==> src/rtl/psum_depacketizer_router.sv <==
// Psum depacketizer: extracts the psum from each NoC packet and steers it by source address into per-channel FIFOs.
// Define DP_ROUTER_UNMATCHED_ERR_EN to add the err_unmatched flag and drop_cnt counter for unmatched packets.
module psum_depacketizer_router #(
    parameter int DWIDTH  = 8,
    parameter int PWIDTH  = 47,
    parameter int SRC_LSB = 40,
    parameter int SWIDTH  = 3,
    parameter int NUM_CH  = 3,
    parameter int DEPTH   = 4,
    parameter logic [NUM_CH*SWIDTH-1:0] SRC_MAP = {3'd0, 3'd1, 3'd3}
) (
    input  logic                                  clk,
    input  logic                                  rst_n,
    input  logic                                  in_valid,
    output logic                                  in_ready,
    input  logic [PWIDTH-1:0]                     in_data,
    output logic [NUM_CH-1:0]                     out_valid,
    input  logic [NUM_CH-1:0]                     out_ready,
    output logic [NUM_CH*DWIDTH-1:0]              out_data,
    output logic [NUM_CH*($clog2(DEPTH)+1)-1:0]   fifo_count
`ifdef DP_ROUTER_UNMATCHED_ERR_EN
    ,
    output logic                                  err_unmatched,
    output logic [15:0]                           drop_cnt
`endif
);

    localparam int PTRW = $clog2(DEPTH);
    localparam int CNTW = PTRW + 1;
    localparam int CHW  = (NUM_CH > 1) ? $clog2(NUM_CH) : 1;
    localparam logic [CNTW-1:0] FULL_CNT = CNTW'(DEPTH);

    logic              dec_match;
    logic [CHW-1:0]    dec_ch;
    logic              hold_valid;
    logic              hold_match;
    logic [CHW-1:0]    hold_ch;
    logic [DWIDTH-1:0] hold_psum;
    logic              hold_drains;
    logic              target_full;
    logic [NUM_CH-1:0] full;
    logic [NUM_CH-1:0] push;
    logic              unused_in;

    // Descending scan so that duplicate map entries resolve to the lowest channel.
    always_comb begin
        dec_match = 1'b0;
        dec_ch    = '0;
        for (int i = NUM_CH - 1; i >= 0; i--) begin
            if (SRC_MAP[i*SWIDTH +: SWIDTH] == in_data[SRC_LSB +: SWIDTH]) begin
                dec_match = 1'b1;
                dec_ch    = CHW'(i);
            end
        end
    end

    assign unused_in = ^in_data;

    always_ff @(posedge clk or negedge rst_n) begin
        if (!rst_n) begin
            hold_valid <= 1'b0;
            hold_match <= 1'b0;
            hold_ch    <= '0;
            hold_psum  <= '0;
        end else if (in_valid && in_ready) begin
            hold_valid <= 1'b1;
            hold_match <= dec_match;
            hold_ch    <= dec_ch;
            hold_psum  <= in_data[DWIDTH-1:0];
        end else if (hold_drains) begin
            hold_valid <= 1'b0;
        end
    end

    // Full is taken from the registered count, so a same-cycle pop never frees room for a push.
    always_comb begin
        target_full = 1'b0;
        push        = '0;
        for (int i = 0; i < NUM_CH; i++) begin
            if (hold_ch == CHW'(i)) begin
                target_full = full[i];
                push[i]     = hold_valid & hold_match & ~full[i];
            end
        end
        hold_drains = hold_valid & (~hold_match | ~target_full);
    end

    assign in_ready = rst_n & (~hold_valid | hold_drains);

    for (genvar g = 0; g < NUM_CH; g++) begin : g_ch
        logic [DWIDTH-1:0] mem [DEPTH];
        logic [PTRW-1:0]   wr_ptr;
        logic [PTRW-1:0]   rd_ptr;
        logic [CNTW-1:0]   count;
        logic              pop;

        assign full[g]                          = (count == FULL_CNT);
        assign out_valid[g]                     = (count != '0);
        assign pop                              = out_valid[g] & out_ready[g];
        assign out_data[g*DWIDTH +: DWIDTH]     = out_valid[g] ? mem[rd_ptr] : '0;
        assign fifo_count[g*CNTW +: CNTW]       = count;

        always_ff @(posedge clk or negedge rst_n) begin
            if (!rst_n) begin
                wr_ptr <= '0;
                rd_ptr <= '0;
                count  <= '0;
            end else begin
                if (push[g]) begin
                    wr_ptr <= wr_ptr + 1'b1;
                end
                if (pop) begin
                    rd_ptr <= rd_ptr + 1'b1;
                end
                count <= count + CNTW'(push[g]) - CNTW'(pop);
            end
        end

        always_ff @(posedge clk) begin
            if (push[g]) begin
                mem[wr_ptr] <= hold_psum;
            end
        end
    end

`ifdef DP_ROUTER_UNMATCHED_ERR_EN
    logic drop;
    assign drop = hold_valid & ~hold_match;

    always_ff @(posedge clk or negedge rst_n) begin
        if (!rst_n) begin
            err_unmatched <= 1'b0;
            drop_cnt      <= '0;
        end else if (drop) begin
            err_unmatched <= 1'b1;
            if (drop_cnt != 16'hFFFF) begin
                drop_cnt <= drop_cnt + 16'd1;
            end
        end
    end
`endif

endmodule

==> config.mk <==
export PLATFORM = sky130hd
export DESIGN_NAME = psum_depacketizer_router
export DESIGN_NICKNAME = d
export VERILOG_FILES = /design/src/rtl/psum_depacketizer_router.sv
export SDC_FILE = /design/constraint.sdc
export NUM_CORES = 1
export LEC_CHECK = 0
export CAP_MARGIN = 10
export CORE_ASPECT_RATIO = 2
export CORE_MARGIN = 3
export CORE_UTILIZATION = 55
export CTS_CLUSTER_DIAMETER = 30
export DETAILED_ROUTE_END_ITERATION = 7
export DONT_BUFFER_PORTS = 1
export PLACE_DENSITY = 0.7
export SLEW_MARGIN = 5
export SYNTH_ARGS = -nofsm -noshare
export SYNTH_HDL_FRONTEND = slang
export SYNTH_SLANG_ARGS = --single-unit
==> constraint.sdc <==
create_clock -name clk -period 2.88 [get_ports clk]
set_clock_uncertainty 0.2 [all_clocks]
set_input_delay 0.576 -clock clk [delete_from_list [all_inputs] [get_ports clk]]
set_output_delay 0.576 -clock clk [all_outputs]
set_load 0.05 [all_outputs]
Figure 1. Cell outlines without signal wires (run 1).
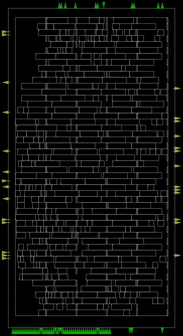
Core ar.: 0.009447 mm^2
well tap count: 130

Figure 2. Placement by cell class (run 1).
(4 px per um)
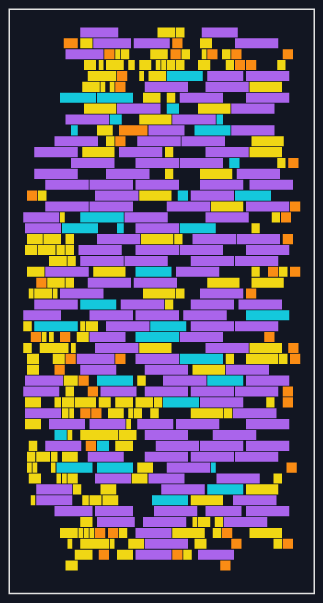
- cyan: clock drivers and dummy loads (cells 32)
- yellow: combinational and other logic (cells 163)
- purple: flops (cells 129)
- orange: other buffers and delay cells (cells 46)
final instance area: 0.006513 mm^2
fin util: 0.6894
row count: 50
Seq area share: 0.5712

==> reports/summary.txt, run 1 <==
Top cell excl fill/tap - edfxtp_1
GRT Util Overall - 0.1984
Final setup violation count - 1
Initial antenna violation count - 0
Net Sw Frac - 0.3638
CTS max path bufs - 2
CP max-delay cell - or4b_1
Status - finished, violations left
RSZ-0062 raised after global routing - true
Fin Setup TNS - -0.04163 ns
Startpoint Class - flop
Largest type area fraction - 0.5372
WP data required - 2.10 ns
Vias/cell - 5.286
Cells after synthesis - 303
WP data arrival - 2.15 ns
Clk_lat worst skew - 0.41 ns
Cell area leaders - edfxtp_1, dfrtp_1, mux4_2
Violated checks - negative setup slack
Max cap viols - 0
Switching power - 0.002813 W
GRT Residual Overflow - 0
Post-Synth AOI/OAI Area - 0.01376
Worst-margin pin slew - 0.5508 ns
Share of post-route cells with drive strength above 1 - 0.3405
Post-Synth Adder-Cell Area - 0.05316
DRT iter0 DRCs - 132
Final hold violations - 0
Reg2reg end - g_ch[0].count[2]$_DFF_PN0_
Crit path max fanout - 4
Cell Chain, Critical Path - or4b_1, a22o_1, or3_4, and2_4
Tool Warnings - 73
Setup ws final - -0.04163 ns
Figure 3. The metal 3 layer (run 1).
(2 px per um) Cells faint in the background.
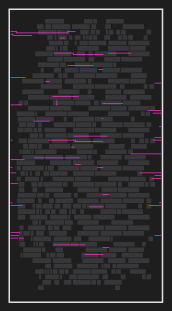
- wire length on this layer: 353 um
- main direction: horizontal
final WL: 9654 um
routed vias: 2643
grt met3 use: 0.06293

Figure 4. Drive-strength map (run 1).
(3 px per um)
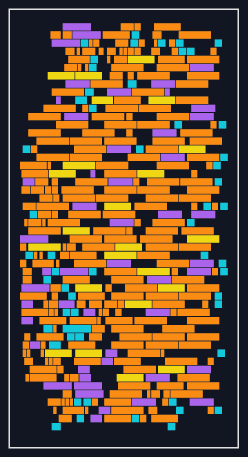
- orange: _0 and _1 cells (cells 244; share 66%)
- cyan: _3 and _4 cells (cells 54; share 15%)
- purple: _2 cells (cells 49; share 13%)
- yellow: _6 and larger (cells 23; share 6.2%)
nonclk buf count: 46
setup ws final: -0.04163 ns
Layout area overhead: 21.36%

## run 1: repair_timing
action | 4_1_cts | 5_1_grt
endpoints found under the hold margin | 33 | 0
gates resized | 3 | 1
setup buffers | 1 | 1
pin swaps | 2 | 2
hold buffers | 2 | 0
setup endpoints to repair | 1 | 1
## run 1: power groups by stage
stage | combinational (W) | sequential [W] | clock (W)
6_report | 0.00291 | 0.00254 | 0.00229
4_1_cts | 0.00294 | 0.00254 | 0.00232
3_3_place_gp | 0.00286 | 0.00255 | 0
3_5_place_dp | 0.00291 | 0.00257 | 0
5_1_grt | 0.00312 | 0.00257 | 0.00241
2_1_floorplan | 0.00198 | 0.00270 | 0
## run 1: area by class of cell
class	count	area [um^2]
Clock inverter	14	215.2
Tap cell	130	162.7
Sequential cell	129	3720
Timing Repair Buffer	46	360.3
Clock buffer	18	429.2
Inverter	18	67.56
Fill cell	604	2934
Multi-Input combinational cell	145	1558
## run 1: state kept, by name, indices dropped and copies added, names as in the netlist
register,cells
hold_psum,8
g_ch.count,9
g_ch.wr_ptr,6
g_ch.rd_ptr,6
hold_match,1
g_ch.mem,96
hold_ch,2
hold_valid,1
## run 1: metrics by stage
step	setup slack, ns	hold WS [ns]	instance area, um^2
final	-0.04163	0.1111	6513
after global routing	-0.1043	0.09906	6513
after CTS	-0.06237	0.09776	6502
after detailed placement	0.07603	0.08153	5814
after global placement	0.08972	0.08147	5814
after floorplan	0.009530	0.08041	5389
## run 1: per-layer routing
metal | part of all wire | routed length [um] | vias up | GRT usage
met2 | 0.58 | 5571 | 63 | 0.3372
met4 | 0.018 | 176 | 0 | 0.07356
li1 | - | - | 1229 | -
met1 | 0.37 | 3553 | 1337 | 0.2253
met5 | 0 | 0 | - | 0
met3 | 0.037 | 353 | 14 | 0.06293
==> run 2, diff against run 1 <==
CAP_MARGIN = 20   (was 10)
Figure 5. Placement by cell class (run 2).
(4 px per um)
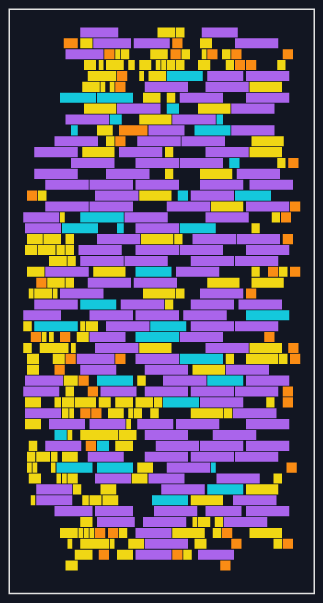
- orange: other buffers and delay cells (cells 46)
- purple: flops (cells 129)
- yellow: combinational and other logic (cells 163)
- cyan: clock drivers and dummy loads (cells 32)

Figure 6. The metal 3 layer (run 2).
(2 px per um) Cells faint in the background.
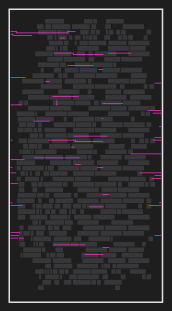
- main direction: horizontal
- longest straight run: 25.8 um
- nets with wire on the layer: 34

==> run 2 against run 1 <==
Effect of this change:
- the run still ends with negative setup slack left
- power stayed put
- register-to-register slack hardly changed
- design area stayed put
- sequential power hardly changed
- non-clock buffer count stayed put
- core utilization stayed put
- global-route usage stayed put
- sequential cell count stayed put
- largest cell class unchanged
==> reports/summary.txt, run 2 <==
Core ar. - 0.009447 mm^2 (unchanged)
Fin Setup TNS - -0.04163 ns (unchanged)
Grt met3 use - 0.06293 (unchanged)
Global route hottest layer - met2 (unchanged)
GRT Util Overall - 0.1984 (unchanged)
P_seq - 0.00254 W (about the same)
Tool Warnings - 73 (unchanged)
Net Sw Frac - 0.3638 (unchanged)
Top power group - combinational logic (unchanged)
CP max-delay cell - or4b_1 (unchanged)
Top layer in use - met4 (unchanged)
Layout area overhead - 21.36% (unchanged)
Final hold violations - 0 (unchanged)
Worst hold slack - 0.1111 ns (unchanged)
Clock group - 0.00229 W (about the same)
Row count - 50 (unchanged)
Vias/cell - 5.286 (unchanged)
Top cell excl fill/tap - edfxtp_1 (unchanged)
Cells after synthesis - 303 (unchanged)
Share of post-route cells with drive strength above 1 - 0.3405 (unchanged)
Cell area leaders - edfxtp_1, dfrtp_1, mux4_2 (unchanged)
GR met2 Demand/Resource - 0.3372 (unchanged)
Setup ws final - -0.04163 ns (unchanged)
GRT Residual Overflow - 0 (unchanged)
Max cap viols - 0 (unchanged)
DR WL met2 - 5571 um (unchanged)
Crit path max fanout - 4 (unchanged)
Number of flip-flops in the largest register - 96 (unchanged)
RSZ-0062 raised after global routing - true (unchanged)
Cell Chain, Critical Path - or4b_1, a22o_1, or3_4, and2_4 (unchanged)
Reg2reg end - g_ch[0].count[2]$_DFF_PN0_ (unchanged)
Comb pwr - 0.00291 W (about the same)
Initial antenna violation count - 0 (unchanged)
Largest registers - g_ch.mem: 96 flops, g_ch.count: 9 flops, hold_psum: 8 flops (unchanged)
Hold buffers post-CTS - 2 (unchanged)
Final setup violation count - 1 (unchanged)
Clk_lat worst skew - 0.41 ns (about the same)
Startpoint Class - flop (unchanged)
Met1 Use GR - 0.2253 (unchanged)
WP data arrival - 2.15 ns (about the same)
Violated checks - negative setup slack (unchanged)
CTS max path bufs - 2 (unchanged)
Switching power - 0.002813 W (unchanged)
WP data required - 2.10 ns (about the same)
Status - finished, violations left (unchanged)
Fin util - 0.6894 (unchanged)
DRT iter0 DRCs - 132 (unchanged)
==> run 2: kinds of logic (layout without fill, tap and decap cells) <==
family                     Yosys count  in the layout  share of synthesized area
AOI/OAI and AO/OA                    8              8                    0.01376
xor gates and xnor gates            15             15                    0.02448
adders and majority gates           21             21                    0.05316
buffers and inverters               29             96                    0.02028
DFF                                129            129                     0.6911
muxes                               34             34                     0.1217
and+or+nand+nor                     67             67                    0.07554
==> run 2: worst max path at each step <==
stage                          startpoint  endpoint  cells past startpoint
3_5_place_dp   g_ch[0].count[1]$_DFF_PN0_  in_ready                      4
4_1_cts        g_ch[1].count[1]$_DFF_PN0_  in_ready                      4
3_3_place_gp   g_ch[0].count[1]$_DFF_PN0_  in_ready                      4
6_report       g_ch[1].count[1]$_DFF_PN0_  in_ready                      4
2_1_floorplan  g_ch[1].count[1]$_DFF_PN0_  in_ready                      4
5_1_grt        g_ch[1].count[1]$_DFF_PN0_  in_ready                      4
==> run 2: cell type report <==
| cell class | instances | area (um^2) |
|---|---|---|
| Sequential cell | 129 | 3720 |
| Fill cell | 604 | 2934 |
| Multi-Input combinational cell | 145 | 1558 |
| Clock buffer | 18 | 429.2 |
| Timing Repair Buffer | 46 | 360.3 |
| Clock inverter | 14 | 215.2 |
| Tap cell | 130 | 162.7 |
| Inverter | 18 | 67.56 |
==> run 2: metrics by stage <==
| stage | total power, W | cells | area [um^2] | worst slack (ns) |
|---|---|---|---|---|
| 2_1_floorplan | 0.004683 | 303 | 5389 | 0.009530 |
| 3_3_place_gp | 0.005411 | 464 | 5814 | 0.08972 |
| 3_5_place_dp | 0.005480 | 464 | 5814 | 0.07603 |
| 4_1_cts | 0.007797 | 499 | 6502 | -0.06237 |
| 5_1_grt | 0.008110 | 500 | 6513 | -0.1043 |
| 6_report | 0.007731 | 500 | 6513 | -0.04163 |
==> run 3, diff against run 2 <==
GPL_TIMING_DRIVEN = 0   (was default)
Figure 7. Placement by cell class (run 3).
(4 px per um)
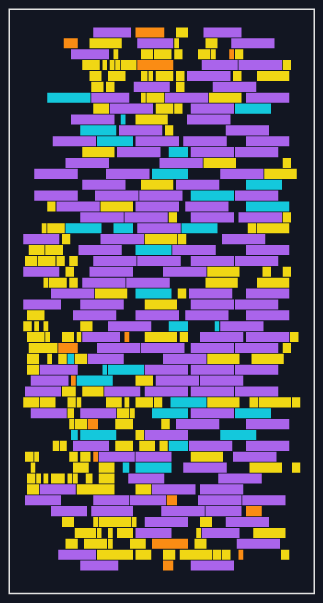
- yellow: combinational and other logic (cells 163)
- purple: flops (cells 129)
- cyan: clock drivers and dummy loads (cells 30)
- orange: other buffers and delay cells (cells 14)
fin util: 0.6669
final instance area: 0.006300 mm^2
Seq area share: 0.5915

Figure 8. Register map, names as in the netlist (run 3).
(3 px per um)
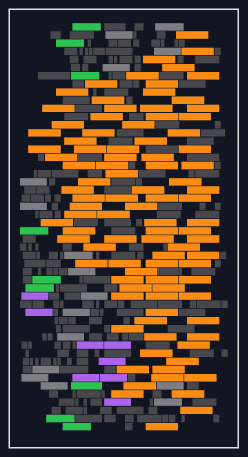
- green: `g_ch.count` (placed flops 9)
- purple: `hold_psum` (placed flops 8)
- orange: `g_ch.mem` (placed flops 96)
- not coloured: 16
register area: 0.003726 mm^2
P_seq: 0.00288 W

==> run 3 against run 2 <==
Effect of this change:
- the flow still finishes with violations (negative setup slack)
- combinational power shrank 23%
- power shrank 6.4%
- area after synthesis is the same
- setup slack lost 0.16 ns
- critical path depth is the same
- sequential share of layout area grew 2.0 points
- global-route usage shrank 0.80 points
- register-to-register slack lost 0.16 ns
- clock-buffer cell count grew 6
- wire length shrank 3.9%
- critical endpoint unchanged
- largest cell class unchanged
==> reports/summary.txt, run 3 <==
Status - finished, violations left (unchanged)
Violated checks - negative setup slack (unchanged)
Largest Register - g_ch.mem (unchanged)
Crit path max fanout - 6 (was 4)
Final hold violations - 0 (unchanged)
Grt met3 use - 0.05602 (was 0.06293)
Worst hold slack - 0.1244 ns (was 0.1111 ns)
Cell Chain, Critical Path - or4b_1, a22o_1, or3_4, and2_4 (unchanged)
CP max-delay cell - or4b_1 (unchanged)
Fillers - 633 (was 604)
Final setup violation count - 1 (unchanged)
RSZ-0062 raised after global routing - true (unchanged)
Vias/cell - 5.464 (was 5.286)
Core ar. - 0.009447 mm^2 (unchanged)
Clock network area share - 0.09474 (was 0.09894)
Switching power - 0.002702 W (was 0.002813 W)
Met1 Use GR - 0.2125 (was 0.2253)
Wl on met1 - 3363 um (was 3553 um)
Net Sw Frac - 0.3734 (was 0.3638)
WP data arrival - 2.31 ns (was 2.15 ns)
Setup ws final - -0.2050 ns (was -0.04163 ns)
Max cap viols - 0 (unchanged)
Global route hottest layer - met2 (unchanged)
GRT Util Overall - 0.1904 (was 0.1984)
Worst-margin pin slew - 0.9127 ns (was 0.5508 ns)
GRT Residual Overflow - 0 (unchanged)
Tool Warnings - 73 (unchanged)
Top cell excl fill/tap - edfxtp_1 (unchanged)
Clk_lat worst skew - 0.40 ns (was 0.41 ns)
CLK BUF - 24 (was 18)
Final WL - 9280 um (was 9654 um)
Well tap count - 130 (unchanged)
Initial antenna violation count - 0 (unchanged)
DR WL met2 - 5367 um (was 5571 um)
Gate Area - 0.001600 mm^2 (was 0.001558 mm^2)
Largest cell class - flip-flops and latches (unchanged)
DRT iter0 DRCs - 145 (was 132)
Nonclk buf count - 14 (was 46)
Post-Place Cell Area - 0.005552 mm^2 (was 0.005814 mm^2)
Fin Setup TNS - -0.2050 ns (was -0.04163 ns)
Row count - 50 (unchanged)
Logic share of the area - 0.2540 (was 0.2392)
CTS max path bufs - 2 (unchanged)
Largest registers - g_ch.mem: 96 flops, g_ch.count: 9 flops, hold_psum: 8 flops (unchanged)
-- run 3: cell counts after synthesis --
Identical to the previous run, type by type.
-- run 3: cell families (layout without fill, tap and decap cells) --
logic type / after synthesis / count (layout) / share of synthesized area
DFF: 129 / 129 / 0.6911
and+or+nand+nor: 67 / 67 / 0.07554
muxes: 34 / 34 / 0.1217
buffers and inverters: 29 / 62 / 0.02028
adders and majority gates: 21 / 21 / 0.05316
xor gates and xnor gates: 15 / 15 / 0.02448
AOI/OAI and AO/OA: 8 / 8 / 0.01376
-- run 3: power groups by stage --
stage / Combinational [W] / Sequential, W / Clock, W
after global placement: 0.00220 / 0.00277 / 0
final: 0.00223 / 0.00288 / 0.00213
after CTS: 0.00220 / 0.00288 / 0.00217
after floorplan: 0.00198 / 0.00270 / 0
after global routing: 0.00242 / 0.00293 / 0.00225
after detailed placement: 0.00224 / 0.00279 / 0
-- run 3: final timing paths --
path | cells past startpoint | to
worst min-delay path | 2 | hold_ch[0]$_DFFE_PN0P_
max in group asynchronous | 2 | g_ch[2].count[1]$_DFF_PN0_
worst max register to register | 10 | g_ch[1].count[2]$_DFF_PN0_
worst max-delay path | 4 | in_ready
worst min register to register | 2 | hold_match$_DFFE_PN0P_
min in group asynchronous | 2 | g_ch[0].rd_ptr[1]$_DFFE_PN0P_
-- run 3: per-stage QoR --
step	instances	setup WS (ns)
after CTS	463	-0.2247
after detailed placement	433	-0.08756
final	466	-0.2050
after global placement	433	-0.09069
after global routing	466	-0.2571
after floorplan	303	0.009530
-- run 3: timing repair --
item                       4_1_cts  5_1_grt
pin swaps                        4        6
cloned                           0        1
setup buffers                    1        2
setup endpoints to repair       28       20
resized                         12       10
hold buffers                     2        0
hold endpoints to repair        33        0
No activity file was given, so power comes from the tool's default toggle rates.
